==> src/rtl/tt_um_richard28277.sv <==
// 4-bit registered ALU in the Tiny Tapeout user wrapper: A/B on ui_in, opcode on uio_in[3:0].
// Define ALU_MULDIV_EN to build the multiplier and divider (opcodes 2 and 3); otherwise those opcodes return zero.
module tt_um_richard28277 (
   input  logic       clk,
   input  logic       rst_n,
   input  logic       ena,
   input  logic [7:0] ui_in,
   output logic [7:0] uo_out,
   input  logic [7:0] uio_in,
   output logic [7:0] uio_out,
   output logic [7:0] uio_oe
);

   localparam logic [3:0] OP_ADD  = 4'd0;
   localparam logic [3:0] OP_SUB  = 4'd1;
   localparam logic [3:0] OP_MUL  = 4'd2;
   localparam logic [3:0] OP_DIV  = 4'd3;
   localparam logic [3:0] OP_AND  = 4'd4;
   localparam logic [3:0] OP_OR   = 4'd5;
   localparam logic [3:0] OP_XOR  = 4'd6;
   localparam logic [3:0] OP_NOT  = 4'd7;
   localparam logic [3:0] OP_SHL  = 4'd8;
   localparam logic [3:0] OP_SHR  = 4'd9;
   localparam logic [3:0] OP_ROL  = 4'd10;
   localparam logic [3:0] OP_CMP  = 4'd11;
   localparam logic [3:0] OP_INC  = 4'd12;
   localparam logic [3:0] OP_DEC  = 4'd13;
   localparam logic [3:0] OP_MAX  = 4'd14;
   localparam logic [3:0] OP_PASS = 4'd15;

   logic [3:0] w_a;
   logic [3:0] w_b;
   logic [3:0] w_op;
   logic [1:0] w_sh;
   logic       w_unused;

   assign w_a      = ui_in[7:4];
   assign w_b      = ui_in[3:0];
   assign w_op     = uio_in[3:0];
   assign w_sh     = w_b[1:0];
   assign w_unused = &{1'b0, uio_in[7:4]};

   logic [4:0] w_sum5;
   logic [4:0] w_diff5;
   logic [4:0] w_inc5;
   logic [3:0] w_dec4;
   logic       w_add_v;
   logic       w_sub_v;

   assign w_sum5  = {1'b0, w_a} + {1'b0, w_b};
   assign w_diff5 = {1'b0, w_a} - {1'b0, w_b};
   assign w_inc5  = {1'b0, w_a} + 5'd1;
   assign w_dec4  = w_a - 4'd1;
   // Signed overflow: operands agree in sign (ADD) / differ (SUB) and the result sign flips.
   assign w_add_v = (w_a[3] == w_b[3]) && (w_sum5[3] != w_a[3]);
   assign w_sub_v = (w_a[3] != w_b[3]) && (w_diff5[3] != w_a[3]);

   logic [3:0] w_shl;
   logic [3:0] w_shr;
   logic [3:0] w_rol;
   logic       w_shl_c;
   logic       w_shr_c;

   assign w_shl = w_a << w_sh;
   assign w_shr = w_a >> w_sh;

   always_comb begin
      w_rol   = w_a;
      w_shl_c = 1'b0;
      w_shr_c = 1'b0;
      case (w_sh)
         2'd1: begin
            w_rol   = {w_a[2:0], w_a[3]};
            w_shl_c = w_a[3];
            w_shr_c = w_a[0];
         end
         2'd2: begin
            w_rol   = {w_a[1:0], w_a[3:2]};
            w_shl_c = w_a[2];
            w_shr_c = w_a[1];
         end
         2'd3: begin
            w_rol   = {w_a[0], w_a[3:1]};
            w_shl_c = w_a[1];
            w_shr_c = w_a[2];
         end
         default: begin
            w_rol   = w_a;
            w_shl_c = 1'b0;
            w_shr_c = 1'b0;
         end
      endcase
   end

`ifdef ALU_MULDIV_EN
   logic [7:0] w_prod;
   logic [3:0] w_quot;
   logic [3:0] w_rem;
   logic       w_b_zero;

   assign w_b_zero = (w_b == 4'd0);
   assign w_prod   = {4'd0, w_a} * {4'd0, w_b};
   // Divisor is steered to 1 when zero so the divider never sees a zero operand.
   assign w_quot   = w_a / (w_b_zero ? 4'd1 : w_b);
   assign w_rem    = w_a % (w_b_zero ? 4'd1 : w_b);
`endif

   logic [7:0] w_res;
   logic       w_c;
   logic       w_v;
   logic       w_dz;
   logic       w_z;

   always_comb begin
      w_res = 8'h00;
      w_c   = 1'b0;
      w_v   = 1'b0;
      w_dz  = 1'b0;
      case (w_op)
         OP_ADD: begin
            w_res = {3'd0, w_sum5};
            w_c   = w_sum5[4];
            w_v   = w_add_v;
         end
         OP_SUB: begin
            w_res = {4'd0, w_diff5[3:0]};
            w_c   = w_diff5[4];
            w_v   = w_sub_v;
         end
`ifdef ALU_MULDIV_EN
         OP_MUL: w_res = w_prod;
         OP_DIV: begin
            if (w_b_zero) begin
               w_res = {4'hF, w_a};
               w_dz  = 1'b1;
            end else begin
               w_res = {w_quot, w_rem};
            end
         end
`else
         OP_MUL: w_res = 8'h00;
         OP_DIV: w_res = 8'h00;
`endif
         OP_AND: w_res = {4'd0, w_a & w_b};
         OP_OR:  w_res = {4'd0, w_a | w_b};
         OP_XOR: w_res = {4'd0, w_a ^ w_b};
         OP_NOT: w_res = {4'd0, ~w_a};
         OP_SHL: begin
            w_res = {4'd0, w_shl};
            w_c   = w_shl_c;
         end
         OP_SHR: begin
            w_res = {4'd0, w_shr};
            w_c   = w_shr_c;
         end
         OP_ROL: w_res = {4'd0, w_rol};
         OP_CMP: w_res = {5'd0, (w_a > w_b), (w_a == w_b), (w_a < w_b)};
         OP_INC: begin
            w_res = {3'd0, w_inc5};
            w_c   = w_inc5[4];
         end
         OP_DEC: begin
            w_res = {4'd0, w_dec4};
            w_c   = (w_a == 4'd0);
         end
         OP_MAX:  w_res = {4'd0, (w_a > w_b) ? w_a : w_b};
         OP_PASS: w_res = {w_a, w_b};
         default: w_res = 8'h00;
      endcase
   end

   assign w_z = (w_res == 8'h00);

   logic [7:0] r_res;
   logic       r_z;
   logic       r_c;
   logic       r_v;
   logic       r_dz;

   always_ff @(posedge clk) begin
      if (!rst_n) begin
         r_res <= 8'h00;
         r_z   <= 1'b0;
         r_c   <= 1'b0;
         r_v   <= 1'b0;
         r_dz  <= 1'b0;
      end else if (ena) begin
         r_res <= w_res;
         r_z   <= w_z;
         r_c   <= w_c;
         r_v   <= w_v;
         r_dz  <= w_dz;
      end
   end

   assign uo_out  = r_res;
   assign uio_out = {r_dz, r_v, r_c, r_z, 4'b0000};
   assign uio_oe  = 8'hF0;

endmodule

==> config.mk <==
export PLATFORM = sky130hd
export DESIGN_NAME = tt_um_richard28277
export DESIGN_NICKNAME = d
export VERILOG_FILES = /design/src/rtl/tt_um_richard28277.sv
export SDC_FILE = /design/constraint.sdc
export NUM_CORES = 1
export LEC_CHECK = 0
export ABC_CLOCK_PERIOD_IN_PS = 3800
export CORE_ASPECT_RATIO = 1.2
export CORE_MARGIN = 3
export CORE_UTILIZATION = 42
export CTS_CLUSTER_SIZE = 40
export DETAILED_ROUTE_END_ITERATION = 6
export GPL_TIMING_DRIVEN = 0
export PLACE_DENSITY = 0.69
export RECOVER_POWER = 50
export SLEW_MARGIN = 20
export SYNTH_ARGS = -nofsm -noshare
export SYNTH_HDL_FRONTEND = slang
export SYNTH_SLANG_ARGS = --single-unit
==> constraint.sdc <==
create_clock -name clk -period 3.8 [get_ports clk]
set_clock_uncertainty 0.15 [all_clocks]
set_input_delay 0.76 -clock clk [delete_from_list [all_inputs] [get_ports clk]]
set_output_delay 0.76 -clock clk [all_outputs]
set_load 0.01 [all_outputs]
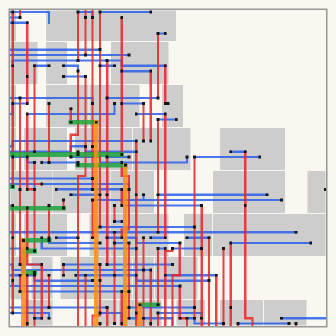
closeup.png
Region (41, 50) to (61, 70) um. Cells in gray, sequential cells in the stronger gray; small squares are vias.
M4: shown in orange. M1: shown in blue. M2: shown in red. M3: shown in green.
Sequential cells in the window: 0. 32 logic cells have their middle in the window. Most frequent: mux2i_1 (4), nor2_1 (3), nor3b_1 (3).

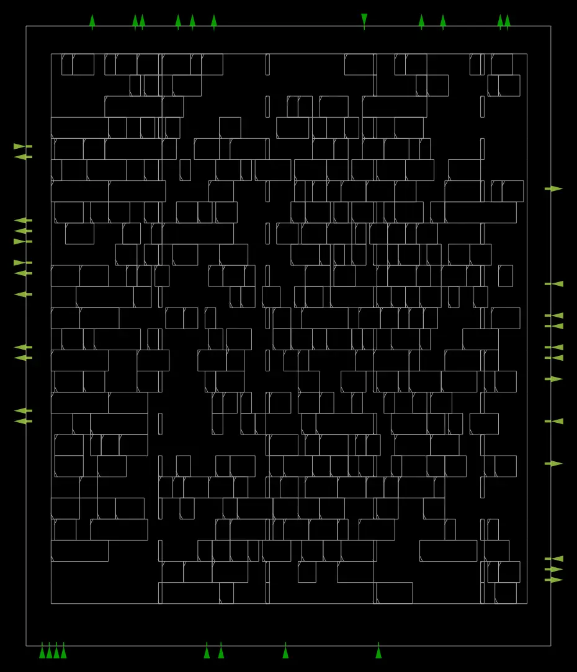
placed.png
Non-Filler Instances: 356
core region area: 0.004327 mm^2
number of tap instances: 56

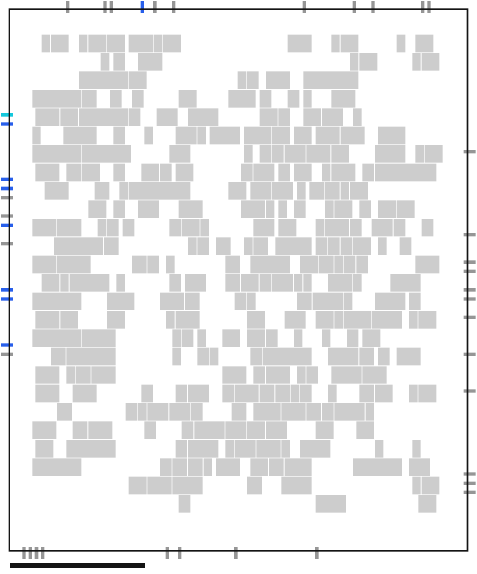
pinout.png
The bar under the picture is 20 um long. Pins as bars across the die edge, other pins in gray.
clk: shown in cyan, pins 1, direction input, edge left. uo_out: shown in blue, pins 8, direction output, edge 7 left, 1 top.
die height: 79.74 um
IO Port Bufs: 21

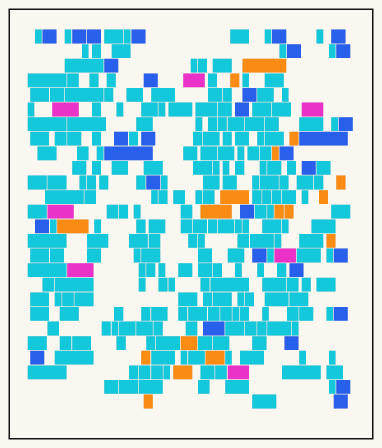
sizing.png
x2: shown in orange, cells 17, share 5.7%, most used buf_2. x6 and larger: shown in magenta, cells 7, share 2.3%, most used buf_6. x3 and x4: shown in blue, cells 31, share 10%, most used buf_4. x1 and smaller: shown in cyan, cells 245, share 82%, most used nor2_1.
Syn-to-layout area delta: 26.30%
area of all placed cells without fillers: 0.002404 mm^2
Buffers, non-clock: 64
min setup slack post-route: 0.1387 ns

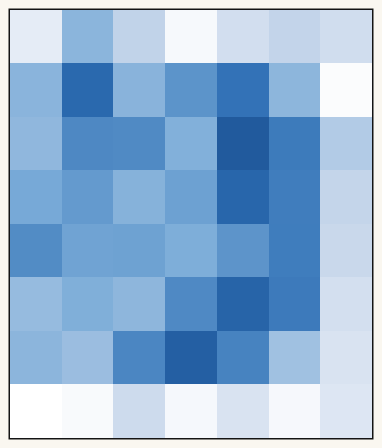
util_map.png
The die is cut into 7 by 8 equal tiles; white is low, dark blue is high, 0 to 100% covered.
3.6% of the tiles are nearly empty. The fullest tile reaches 83%. 8.9% of the tiles are over 75% full. The mean over all tiles is 43%.
end-of-flow core utilization: 55.55%
floorplan-stage core utilization: 43.98%

==> layout make-up <==
| type | count | area, um^2 | share of cell area (%) |
|---|---|---|---|
| inverters | 13 | 60.06 | 2.499 |
| repair buffers | 28 | 261.5 | 10.88 |
| plain buffers | 36 | 242.7 | 10.10 |
| multi-input cells | 208 | 1504 | 62.57 |
| clock buffers | 4 | 45.04 | 1.874 |
| flip-flops and latches | 11 | 220.2 | 9.162 |
| well taps | 56 | 70.07 | 2.915 |
==> worst min path at each step <==
stage / endpoint / cells past startpoint / startpoint / slack (ns)
after global placement: uo_out[2]$_SDFFE_PN0P_ / 2 / uo_out[2]$_SDFFE_PN0P_ / 0.32
after detailed placement: r_z$_SDFFE_PN0P_ / 2 / r_z$_SDFFE_PN0P_ / 0.33
after floorplan: r_z$_SDFFE_PN0P_ / 2 / r_z$_SDFFE_PN0P_ / 0.31
after global routing: uo_out[6]$_SDFFE_PN0P_ / 2 / uo_out[6]$_SDFFE_PN0P_ / 0.35
after CTS: r_z$_SDFFE_PN0P_ / 2 / r_z$_SDFFE_PN0P_ / 0.34
final: r_z$_SDFFE_PN0P_ / 2 / r_z$_SDFFE_PN0P_ / 0.33
==> flip-flops by register name, summed over array words and instances, names as in the netlist <==
signal  cells
r_v         1
r_z         1
r_c         1
uo_out      8
==> layer usage <==
metal  track usage [%]  wire, um  vias up
met5                 0         0        -
met1             30.91      2516      980
met2             40.71      2986      125
li1                  -         -     1005
met3             1.268       465       28
met4             14.40       324        0
==> worst max-delay path, stage by stage <==
cell,delay (ns)
clkdlybuf4s50_1,0.58
buf_6,0.18
clkinvlp_4,0.12
ha_4,0.27
or4_4,0.51
o21ai_2,0.15
o21ai_1,0.12
o32a_1,0.38
a2111o_1,0.40
o32ai_2,0.19
==> qor.log <==
qor: outcome.outcome completed
qor: setup_path.reg2reg_slack 3.01 ns
qor: power.power.combinational.fraction 51.5%
qor: setup_path.cp-startpoint ui_in[7]
qor: clock_tree.cts_inserted_buffers 3
qor: setup_path.critPathKind in -> reg
qor: logic_synthesis.netlist_top_cells_area dfxtp_1, ha_1, mux2i_1
qor: setup_path.cp.arrival 3.66 ns
qor: global_routing.grt_start_max_net_pins 11
qor: logic_synthesis.ys_sh_mux 8.087%
qor: drt.first_pass_iters 5
qor: cells_and_area.fin_nets 338
qor: logic_synthesis.ys_cells 258
qor: power.seqPwrFrac 25.5%
qor: logic_synthesis.adder_share 12.62%
qor: cells_and_area.fraction_of_layout_instances_using_a_drive_strength_above_1 18.33%
qor: logic_synthesis.post_synth_ao_oa_area_fraction 27.81%
qor: global_routing.first_pass_grt_wire_length 10,240 um
qor: sta.totalNegativeSetupSlack 0 ns
qor: logic_synthesis.synth_top_flop_cell dfxtp_1
qor: drt.vias_per_cell 6.006
qor: drt.drcViolationCount 0
qor: logic_synthesis.ys_warn_count 0
qor: cells_and_area.layout_top_cells buf_4, nor2_1, o21ai_0, nand2_1, ha_1
qor: sta.timing.final.crit_share 96.35%
qor: floorplanning.dieWidth 67.45 um
qor: drt.antenna_violating_nets_post_route 0
qor: power.top_power_group combinational logic
qor: drt.dr_total_vias 2,138
qor: setup_path.rr_endpoint r_c$_SDFFE_PN0P_
qor: setup_path.worstPathMaxFanout 10
qor: logic_synthesis.ys_chip_area 0.001903 mm^2
qor: drt.detail_route.wirelength 6291 um
qor: power.power_clock 0.000113 W
qor: logic_synthesis.syn-mean-instance-area 7.376 um^2
qor: power.power.share.switching 38.01%
qor: worst_hold_path.hold_path_class reg -> reg
qor: global_routing.antenna_found_initial 0
qor: sta.fmaxAchievable 273.1 MHz
qor: cells_and_area.mostFrequentLayoutCell buf_4
qor: power.p_leak 1.022 nW
qor: logic_synthesis.syn-cell-area 0.001903 mm^2
qor: cells_and_area.antenna_cells_inserted 0
qor: power.power.internal 0.0003024 W
qor: clock_tree.cts_num_sinks 11
qor: clock_tree.clock_slew_at_the_register_clock_pins_of_the_worst_setup_and_hold_paths 0.05 ns
qor: sta.slew_viol_final 0
qor: clock_tree.cts_tree done
qor: placement.placed_cell_area 0.002225 mm^2
qor: logic_synthesis.enable_flop_cells 0
qor: sta.setup_viol 0
qor: placement.dp_slack -0.7237 ns
qor: setup_path.r2r_start r_c$_SDFFE_PN0P_
qor: power.share_clk_of_total_power 23.1%
qor: logic_synthesis.synth.distinct_cells 62
qor: logic_synthesis.yosys.stat.seqShare 11.57%
qor: logic_synthesis.proportion_of_register_bits_with_asynchronous_set_or_reset_after_synthesis 0%
qor: drt.drt_iter0_markers 268
qor: logic_synthesis.yosys_register_bits 11
qor: power.comb_cell_power 0.000251 W
qor: floorplanning.floorplan.die_area 0.005378 mm^2
qor: cells_and_area.num-fill-cells 414
qor: job.tool_warnings 41
qor: logic_synthesis.yosys.area.top_type_share 11.57%
qor: logic_synthesis.yosys.area_share.simple 23.08%
qor: power.vdd_drop_max 0.2315 mV
qor: power.pg_seq 0.000124 W
qor: logic_synthesis.post_synth_most_frequent_cells buf_4, ha_1, nor2_1, o21ai_0, nand2_1
qor: logic_synthesis.xor_share 2.301%
qor: sta.worst_pin_slew 0.8005 ns
qor: clock_tree.ctsLongestPathBuffers 2
qor: sta.worst_slew_margin_rel 46.14%
qor: clock_tree.deepest_level_of_the_cts_h_tree 1
qor: placement.dp_hpwl 4730 um
qor: clock_tree.post_cts_resize_count 14
qor: logic_synthesis.synth_cells 258
qor: job.drv.max_cap_violation_count 0
qor: placement.post-place-cells 346
qor: floorplanning.num_io_pins 43
qor: sta.whs 0.3348 ns
qor: clock_tree.clock.latency.late_pin 0.23 ns
qor: sta.period_needed 3.661 ns
qor: setup_path.worst_r2r_path_depth 2
qor: sta.finalHoldViolCount 0
qor: power.design_power_total 0.0004878 W
qor: setup_path.critical_path.endpoint r_z$_SDFFE_PN0P_
qor: power.power_density 203.0 mW/mm^2
qor: clock_tree.cts.root.buffer_cell clkbuf_8
qor: setup_path.critical_path.endpoint_type register
qor: placement.gp_congestion 1.033
qor: setup_path.worst-endpoint-required 3.80 ns
qor: logic_synthesis.netlist.top_cell.by_area dfxtp_1
qor: drt.detail_route.wl_per_cell 17.67 um
qor: global_routing.grt_pass1_vias 2,069
qor: floorplanning.placementRows 26
Power and IR drop assume default switching activity.
